--- src/rtl/usb3_descramble.sv ---
// USB 3.0 receive-side descrambler with SKP removal and halfword repacking.
// Sits between the PIPE RX word stream (post elastic buffer) and link-layer
// receive logic. Also contains the keystream generator it uses.

// Keystream generator: x^16 + x^5 + x^4 + x^3 + 1, 32 bits per step.
// data_out carries the serial keystream MSB-first, so data_out[31:24] holds the
// earliest byte and bit 7 of each byte is the earliest bit of that byte.
module usb3_lfsr (
  input  logic        local_clk,
  input  logic [31:0] data_in,
  input  logic        scram_en,
  input  logic        scram_rst,
  input  logic [15:0] scram_init,
  output logic [31:0] data_out
);

  logic [15:0] r_state;
  logic [15:0] w_next;
  logic [31:0] w_stream;
  logic [15:0] w_walk;

  // Walk the register 32 bit-times ahead to get this step's keystream and next state
  always_comb begin
    w_walk   = r_state;
    w_stream = '0;
    for (int i = 31; i >= 0; i--) begin
      w_stream[i] = w_walk[15];
      w_walk      = {w_walk[14:0], 1'b0} ^ (w_walk[15] ? 16'h0039 : 16'h0000);
    end
    w_next = w_walk;
  end

  // Reseed has priority over advancing
  always_ff @(posedge local_clk) begin
    if (scram_rst) begin
      r_state <= scram_init;
    end else if (scram_en) begin
      r_state <= w_next;
    end
  end

  assign data_out = data_in ^ w_stream;

endmodule

module usb3_descramble (
  input  logic        local_clk,
  input  logic        reset_n,
  input  logic        enable,
  input  logic [31:0] in_data,
  input  logic [3:0]  in_datak,
  input  logic        in_valid,
  output logic [31:0] out_data,
  output logic [3:0]  out_datak,
  output logic        out_valid,
  output logic        skp_seen,
  output logic        err_skp_misalign,
  output logic        err_realign
);

  // A lane byte is an SKP symbol only when it is 0x3C flagged as K
  function automatic logic skpByte(input logic [7:0] b, input logic k);
    return k && (b == 8'h3C);
  endfunction

  // K lanes pass untouched, data lanes are XORed with the keystream
  function automatic logic [15:0] descrambleHalf(input logic [15:0] hw, input logic [1:0] hk,
                                                 input logic [15:0] ks);
    logic [15:0] w_res;
    w_res[7:0]  = hk[0] ? hw[7:0]  : (hw[7:0]  ^ ks[7:0]);
    w_res[15:8] = hk[1] ? hw[15:8] : (hw[15:8] ^ ks[15:8]);
    return w_res;
  endfunction

  // Stage 1 registers
  logic        r_s1Valid;
  logic        r_s1En;
  logic [31:0] r_s1Data;
  logic [3:0]  r_s1K;

  // Stage 2 registers
  logic        r_s2Valid;
  logic        r_s2En;
  logic        r_s2Com;
  logic [1:0]  r_s2Cnt;
  logic [15:0] r_s2Hw0;
  logic [1:0]  r_s2K0;
  logic [15:0] r_s2Hw1;
  logic [1:0]  r_s2K1;

  // Holdover halfword and keystream pool
  logic        r_hValid;
  logic [15:0] r_hData;
  logic [1:0]  r_hK;
  logic [63:0] r_pool;
  logic [2:0]  r_poolDepth;

  // Classification / descramble wires
  logic        w_loSkp;
  logic        w_hiSkp;
  logic        w_loHalf;
  logic        w_hiHalf;
  logic        w_isCom;
  logic        w_loData;
  logic        w_hiData;
  logic [1:0]  w_cnt;
  logic        w_active;
  logic        w_descr;
  logic [15:0] w_firstRaw;
  logic [1:0]  w_firstK;
  logic [15:0] w_first;
  logic [15:0] w_second;

  // Pool / keystream wires
  logic [2:0]  w_consume;
  logic [2:0]  w_remain;
  logic        w_flush;
  logic        w_refill;
  logic        w_scramRst;
  logic        w_scramEn;
  logic [31:0] w_lfsrOut;
  logic [31:0] w_ksWord;
  logic [63:0] w_poolShift;
  logic [63:0] w_poolFill;
  logic        w_hHeld;

  assign w_scramRst = (in_valid & enable & in_datak[0] & (in_data[7:0] == 8'hBC)) | ~reset_n;
  assign w_scramEn  = w_refill | w_flush;
  assign w_ksWord   = {w_lfsrOut[7:0], w_lfsrOut[15:8], w_lfsrOut[23:16], w_lfsrOut[31:24]};

  usb3_lfsr u_lfsr (
    .local_clk  (local_clk),
    .data_in    (32'h0000_0000),
    .scram_en   (w_scramEn),
    .scram_rst  (w_scramRst),
    .scram_init (16'h7DBD),
    .data_out   (w_lfsrOut)
  );

  // Register the raw input word along with the enable it arrived under
  always_ff @(posedge local_clk) begin
    if (!reset_n) begin
      r_s1Valid <= 1'b0;
      r_s1En    <= 1'b0;
      r_s1Data  <= '0;
      r_s1K     <= '0;
    end else begin
      r_s1Valid <= in_valid;
      r_s1En    <= enable;
      r_s1Data  <= in_data;
      r_s1K     <= in_datak;
    end
  end

  assign w_loSkp  = skpByte(r_s1Data[7:0], r_s1K[0]) & skpByte(r_s1Data[15:8], r_s1K[1]);
  assign w_hiSkp  = skpByte(r_s1Data[23:16], r_s1K[2]) & skpByte(r_s1Data[31:24], r_s1K[3]);
  assign w_loHalf = skpByte(r_s1Data[7:0], r_s1K[0]) ^ skpByte(r_s1Data[15:8], r_s1K[1]);
  assign w_hiHalf = skpByte(r_s1Data[23:16], r_s1K[2]) ^ skpByte(r_s1Data[31:24], r_s1K[3]);
  assign w_isCom  = r_s1K[0] & (r_s1Data[7:0] == 8'hBC);
  assign w_loData = ~w_loSkp;
  assign w_hiData = ~w_hiSkp;
  assign w_cnt    = {1'b0, w_loData} + {1'b0, w_hiData};
  assign w_active = r_s1Valid & r_s1En;
  assign w_descr  = r_s1En & ~w_isCom;

  // Compact the data halfwords to the front and descramble them in order
  always_comb begin
    w_firstRaw = r_s1Data[15:0];
    w_firstK   = r_s1K[1:0];
    if (r_s1En && !w_loData) begin
      w_firstRaw = r_s1Data[31:16];
      w_firstK   = r_s1K[3:2];
    end
    w_first  = w_firstRaw;
    w_second = r_s1Data[31:16];
    if (w_descr) begin
      w_first  = descrambleHalf(w_firstRaw, w_firstK, r_pool[15:0]);
      w_second = descrambleHalf(r_s1Data[31:16], r_s1K[3:2], r_pool[31:16]);
    end
  end

  assign w_consume = (w_active && !w_isCom) ? {1'b0, w_cnt} : 3'd0;
  assign w_remain  = r_poolDepth - w_consume;
  assign w_flush   = w_active & w_isCom;
  assign w_refill  = enable & ~w_flush & (w_remain <= 3'd2);

  // Drop consumed halfwords and append a fresh keystream word behind the remainder
  always_comb begin
    case (w_consume)
      3'd0:    w_poolShift = r_pool;
      3'd1:    w_poolShift = {16'h0000, r_pool[63:16]};
      default: w_poolShift = {32'h0000_0000, r_pool[63:32]};
    endcase
    case (w_remain)
      3'd0:    w_poolFill = w_poolShift | {32'h0000_0000, w_ksWord};
      3'd1:    w_poolFill = w_poolShift | {16'h0000, w_ksWord, 16'h0000};
      default: w_poolFill = w_poolShift | {w_ksWord, 32'h0000_0000};
    endcase
  end

  // Keystream pool: COM flushes and reloads from the freshly reseeded generator
  always_ff @(posedge local_clk) begin
    if (!reset_n) begin
      r_pool      <= '0;
      r_poolDepth <= 3'd0;
    end else if (w_flush) begin
      r_pool      <= {32'h0000_0000, w_ksWord};
      r_poolDepth <= 3'd2;
    end else if (w_refill) begin
      r_pool      <= w_poolFill;
      r_poolDepth <= w_remain + 3'd2;
    end else begin
      r_pool      <= w_poolShift;
      r_poolDepth <= w_remain;
    end
  end

  // Capture the classified halfwords and raise the per-word SKP status pulses
  always_ff @(posedge local_clk) begin
    if (!reset_n) begin
      r_s2Valid        <= 1'b0;
      r_s2En           <= 1'b0;
      r_s2Com          <= 1'b0;
      r_s2Cnt          <= 2'd0;
      r_s2Hw0          <= '0;
      r_s2K0           <= '0;
      r_s2Hw1          <= '0;
      r_s2K1           <= '0;
      skp_seen         <= 1'b0;
      err_skp_misalign <= 1'b0;
    end else begin
      r_s2Valid        <= r_s1Valid;
      r_s2En           <= r_s1En;
      r_s2Com          <= w_active & w_isCom;
      r_s2Cnt          <= w_cnt;
      r_s2Hw0          <= w_first;
      r_s2K0           <= w_firstK;
      r_s2Hw1          <= w_second;
      r_s2K1           <= r_s1K[3:2];
      skp_seen         <= w_active & (w_loSkp | w_hiSkp);
      err_skp_misalign <= w_active & (w_loHalf | w_hiHalf);
    end
  end

  assign w_hHeld = r_hValid & ~r_s2Com;

  // Repack data halfwords through the holdover register into dense output words
  always_ff @(posedge local_clk) begin
    if (!reset_n) begin
      out_data    <= '0;
      out_datak   <= '0;
      out_valid   <= 1'b0;
      err_realign <= 1'b0;
      r_hValid    <= 1'b0;
      r_hData     <= '0;
      r_hK        <= '0;
    end else begin
      out_valid   <= 1'b0;
      err_realign <= 1'b0;
      if (r_s2Valid) begin
        if (!r_s2En) begin
          out_data  <= {r_s2Hw1, r_s2Hw0};
          out_datak <= {r_s2K1, r_s2K0};
          out_valid <= 1'b1;
          r_hValid  <= 1'b0;
        end else begin
          err_realign <= r_s2Com & r_hValid;
          case ({w_hHeld, r_s2Cnt})
            3'b0_10: begin
              out_data  <= {r_s2Hw1, r_s2Hw0};
              out_datak <= {r_s2K1, r_s2K0};
              out_valid <= 1'b1;
              r_hValid  <= 1'b0;
            end
            3'b0_01: begin
              r_hData  <= r_s2Hw0;
              r_hK     <= r_s2K0;
              r_hValid <= 1'b1;
            end
            3'b1_10: begin
              out_data  <= {r_s2Hw0, r_hData};
              out_datak <= {r_s2K0, r_hK};
              out_valid <= 1'b1;
              r_hData   <= r_s2Hw1;
              r_hK      <= r_s2K1;
              r_hValid  <= 1'b1;
            end
            3'b1_01: begin
              out_data  <= {r_s2Hw0, r_hData};
              out_datak <= {r_s2K0, r_hK};
              out_valid <= 1'b1;
              r_hValid  <= 1'b0;
            end
            default: begin
            end
          endcase
        end
      end
    end
  end

endmodule
--- config.mk ---
export PLATFORM = sky130hd
export DESIGN_NAME = usb3_descramble
export DESIGN_NICKNAME = d
export VERILOG_FILES = /design/src/rtl/usb3_descramble.sv
export SDC_FILE = /design/constraint.sdc
export NUM_CORES = 1
export LEC_CHECK = 0
export CORE_MARGIN = 2
export CORE_UTILIZATION = 45
export CTS_BUF_LIST = sky130_fd_sc_hd__clkbuf_4 sky130_fd_sc_hd__clkbuf_8
export DETAILED_ROUTE_END_ITERATION = 7
export GPL_TIMING_DRIVEN = 0
export PLACE_DENSITY = 0.6
export SYNTH_ARGS = -nofsm -noshare
export SYNTH_HDL_FRONTEND = slang
export SYNTH_SLANG_ARGS = --single-unit
--- constraint.sdc ---
create_clock -name local_clk -period 11.6 [get_ports local_clk]
set_input_delay 3.48 -clock local_clk [delete_from_list [all_inputs] [get_ports local_clk]]
set_output_delay 3.48 -clock local_clk [all_outputs]
set_load 0.005 [all_outputs]
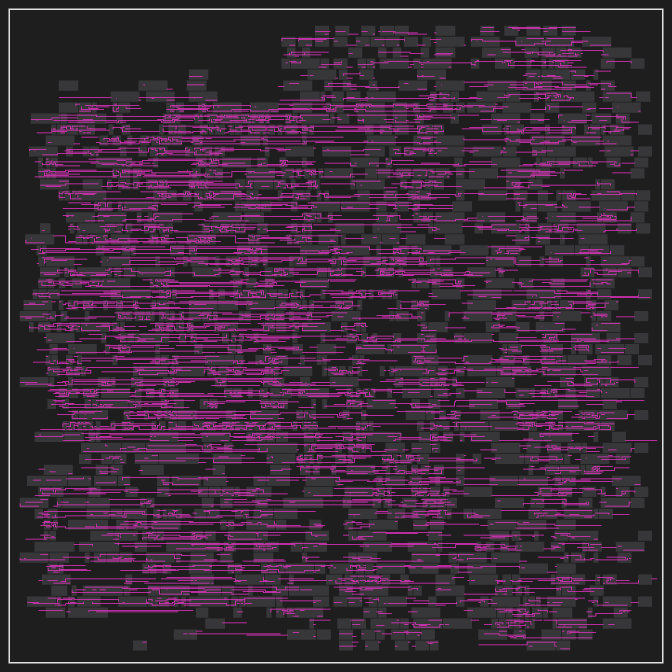
(metal 1)
Cells faint in the background.
1303 nets have wire on it. The layer holds 43% of the routed length.
final wirelength: 33940 µm
met1 GRT Util: 0.3375
vias: 9365

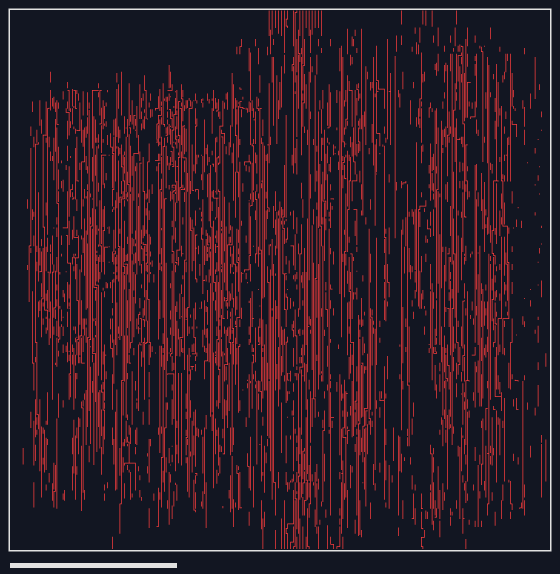
(the metal 2 layer)
The bar under the picture is 50 µm long.
The longest straight run is 87.0 µm. 1111 nets have wire on it. The wires run mostly vertical. The layer carries 15800 µm of wire.

==> impl_metrics.tcl <==
# metrics dict for downstream scripts
set metrics [dict create \
    grt_max_degree 11 \
    ys.flop_type "sky130_fd_sc_hd__dfxtp_1" \
    crit_path_end_kind "register" \
    synth.cell_area_um2 11170 \
    clkSinkCount 221 \
    postRouteAntennaNets 0 \
    globalplace.congestion 0.9105 \
    clock_tree.root_cell "sky130_fd_sc_hd__clkbuf_8" \
    finalMaxSlewViolations 0 \
    layout-drive-gt1-share 0.09078 \
    path_max_fanout 10 \
    fin_worst_skew_ps 15.53 \
    critical_path.cell_chain "nor4bb_1 > nand3_1 > nor4b_1 > ha_1 > inv_1 > ha_1 > clkbuf_1 > clkbuf_1 > clkbuf_1 > and2_1 > ha_1 > fa_1 > clkbuf_1 > and2_1 > buf_2 > nand2b_1 > clkbuf_1 > nor2_1 > a221oi_1 > o21a_1 > o22ai_1" \
    fp-row-count 57 \
    grt_pass1_wl_um 52490 \
    outcome "finished clean" \
    placement.io_buffers 78 \
    yosysCellCount 1229 \
    post-route-util 0.5443 \
    p_leak_nw 5.545 \
    die_width_um 161.5 \
    cp_slowest_cell "sky130_fd_sc_hd__nor4b_1" \
    crit_required_ps 12000 \
    place_worst_setup_slack_ps 5369 \
    cellPowerDensity_nw_per_um2 297.8 \
    syn_inst 1229 \
    postSynthNetCount 1274 \
    highest_clock_rate_mhz 157.8 \
    most_frequent_cells_in_the_layout "sky130_fd_sc_hd__dfxtp_1 (221), sky130_fd_sc_hd__nand2_1 (115), sky130_fd_sc_hd__nor2_1 (108)" \
    drv.max_cap_violation_count 0 \
    synthToLayoutAreaGrowth_pct 18.52 \
    maxSlewHeadroom 0.2980 \
    route.detailed.vias_per_inst 5.506 \
    final_nets 1394 \
    cts-resized-gates 0 \
    clk-insertion-delay-late_ps 540 \
    yosysSeqAreaShare 0.3961 \
    register_cell_area_after_layout_um2 4424 \
    antenna_cells 0 \
    combGateArea_um2 6281 \
    numCtsBuffers 40 \
    grt_setup_unrepaired "false" \
]
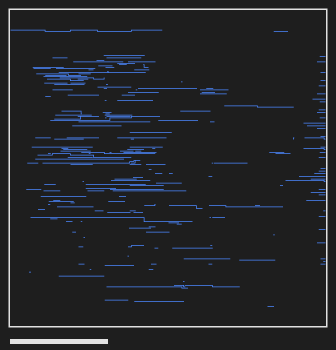
(M3 wires)
The bar under the picture is 50 µm long.
The layer carries 2280 µm of wire. The layer holds 6.7% of the routed length. The wires run mostly horizontal.
routing usage on met3: 0.04777

==> cells by family (layout without fill, tap and decap cells) <==
logic type      Yosys count  count (layout)  synth area share
compound gates          298             298            0.1860
simple gates            427             427            0.1912
buf+inv                 110             258           0.04212
mux                      73              73           0.06543
xor+xnor                 95              95            0.1128
flops                   221             221            0.3961
fa+ha+maj                 5               5          0.006274
==> cells in the mapped netlist, types with 20 or more instances <==
master                     instances  area (µm²)
sky130_fd_sc_hd__and2_1           67       419.2
sky130_fd_sc_hd__a21oi_1          75       375.4
sky130_fd_sc_hd__xnor2_1          49       429.2
sky130_fd_sc_hd__clkbuf_1         79       296.5
sky130_fd_sc_hd__o21a_1           25       187.7
sky130_fd_sc_hd__dfxtp_1         221        4424
sky130_fd_sc_hd__o211a_1          54       540.5
sky130_fd_sc_hd__mux2i_1          73       730.7
sky130_fd_sc_hd__nor2_1          108       405.4
sky130_fd_sc_hd__nand2_1         115       431.7
sky130_fd_sc_hd__nor2b_1          20       125.1
sky130_fd_sc_hd__o22ai_1          25       156.4
sky130_fd_sc_hd__o21ai_0          32       160.2
sky130_fd_sc_hd__nand2b_1         23       143.9
sky130_fd_sc_hd__a221oi_1         24       210.2
sky130_fd_sc_hd__nand3_1          26       130.1
sky130_fd_sc_hd__and3_1           33       206.5
==> layout make-up <==
cell class | count | area share
inverter | 8 | 0.002269
sequential | 221 | 0.3342
multi-input combinational | 898 | 0.4745
clock buffer | 68 | 0.06503
clock inverter | 2 | 0.001040
tap | 324 | 0.03063
buffer | 102 | 0.03327
timing repair buffer | 78 | 0.05898
==> flip-flops by register name, summed over array words and instances (netlist names), 2 cells and up <==
signal	flops
r_s2Hw0	16
u_lfsr.r_state	16
r_s2Hw1	16
out_data	32
r_s2K1	2
r_s2K0	2
r_hK	2
r_pool	64
r_poolDepth	3
r_hData	16
out_datak	4
r_s1K	4
r_s1Data	32
r_s2Cnt	2
==> path summary, 6_finish.rpt <==
check,from,endpoint,slack (ps),cells past startpoint
worst max-delay path,r_s1K[2]$_SDFF_PN0_,r_pool[16]$_SDFF_PN0_,5260,21
worst min-delay path,r_hValid$_SDFFE_PN0P_,err_realign$_SDFF_PN0_,470,2
worst max register to register,r_s1K[2]$_SDFF_PN0_,r_pool[16]$_SDFF_PN0_,5260,21
worst min register to register,r_hValid$_SDFFE_PN0P_,err_realign$_SDFF_PN0_,470,2
==> report_power, final <==
group          switching, W  internal (W)  total (W)  leakage (nW)
clock network      0.000331      0.000465   0.000796         0.466
registers          0.000104      0.000871   0.000975          1.81
logic               0.00125      0.000924    0.00217          3.26
total               0.00168       0.00226    0.00394          5.55
==> stage by stage <==
step           hold slack [ps]  cells  instance area, µm²
2_1_floorplan            443.3   1229               11170
3_3_place_gp             470.1   1631               12350
3_5_place_dp             471.6   1631               12360
4_1_cts                  479.5   1701               13240
5_1_grt                  494.3   1701               13240
6_report                 474.9   1701               13240
==> layer usage <==
layer / wire, µm / global-route usage
met1: 14750 / 0.3375
met2: 15820 / 0.4281
met5: 0 / 0
met3: 2279 / 0.04777
met4: 1087 / 0.09416
Power is estimated from default activity; no workload was simulated.
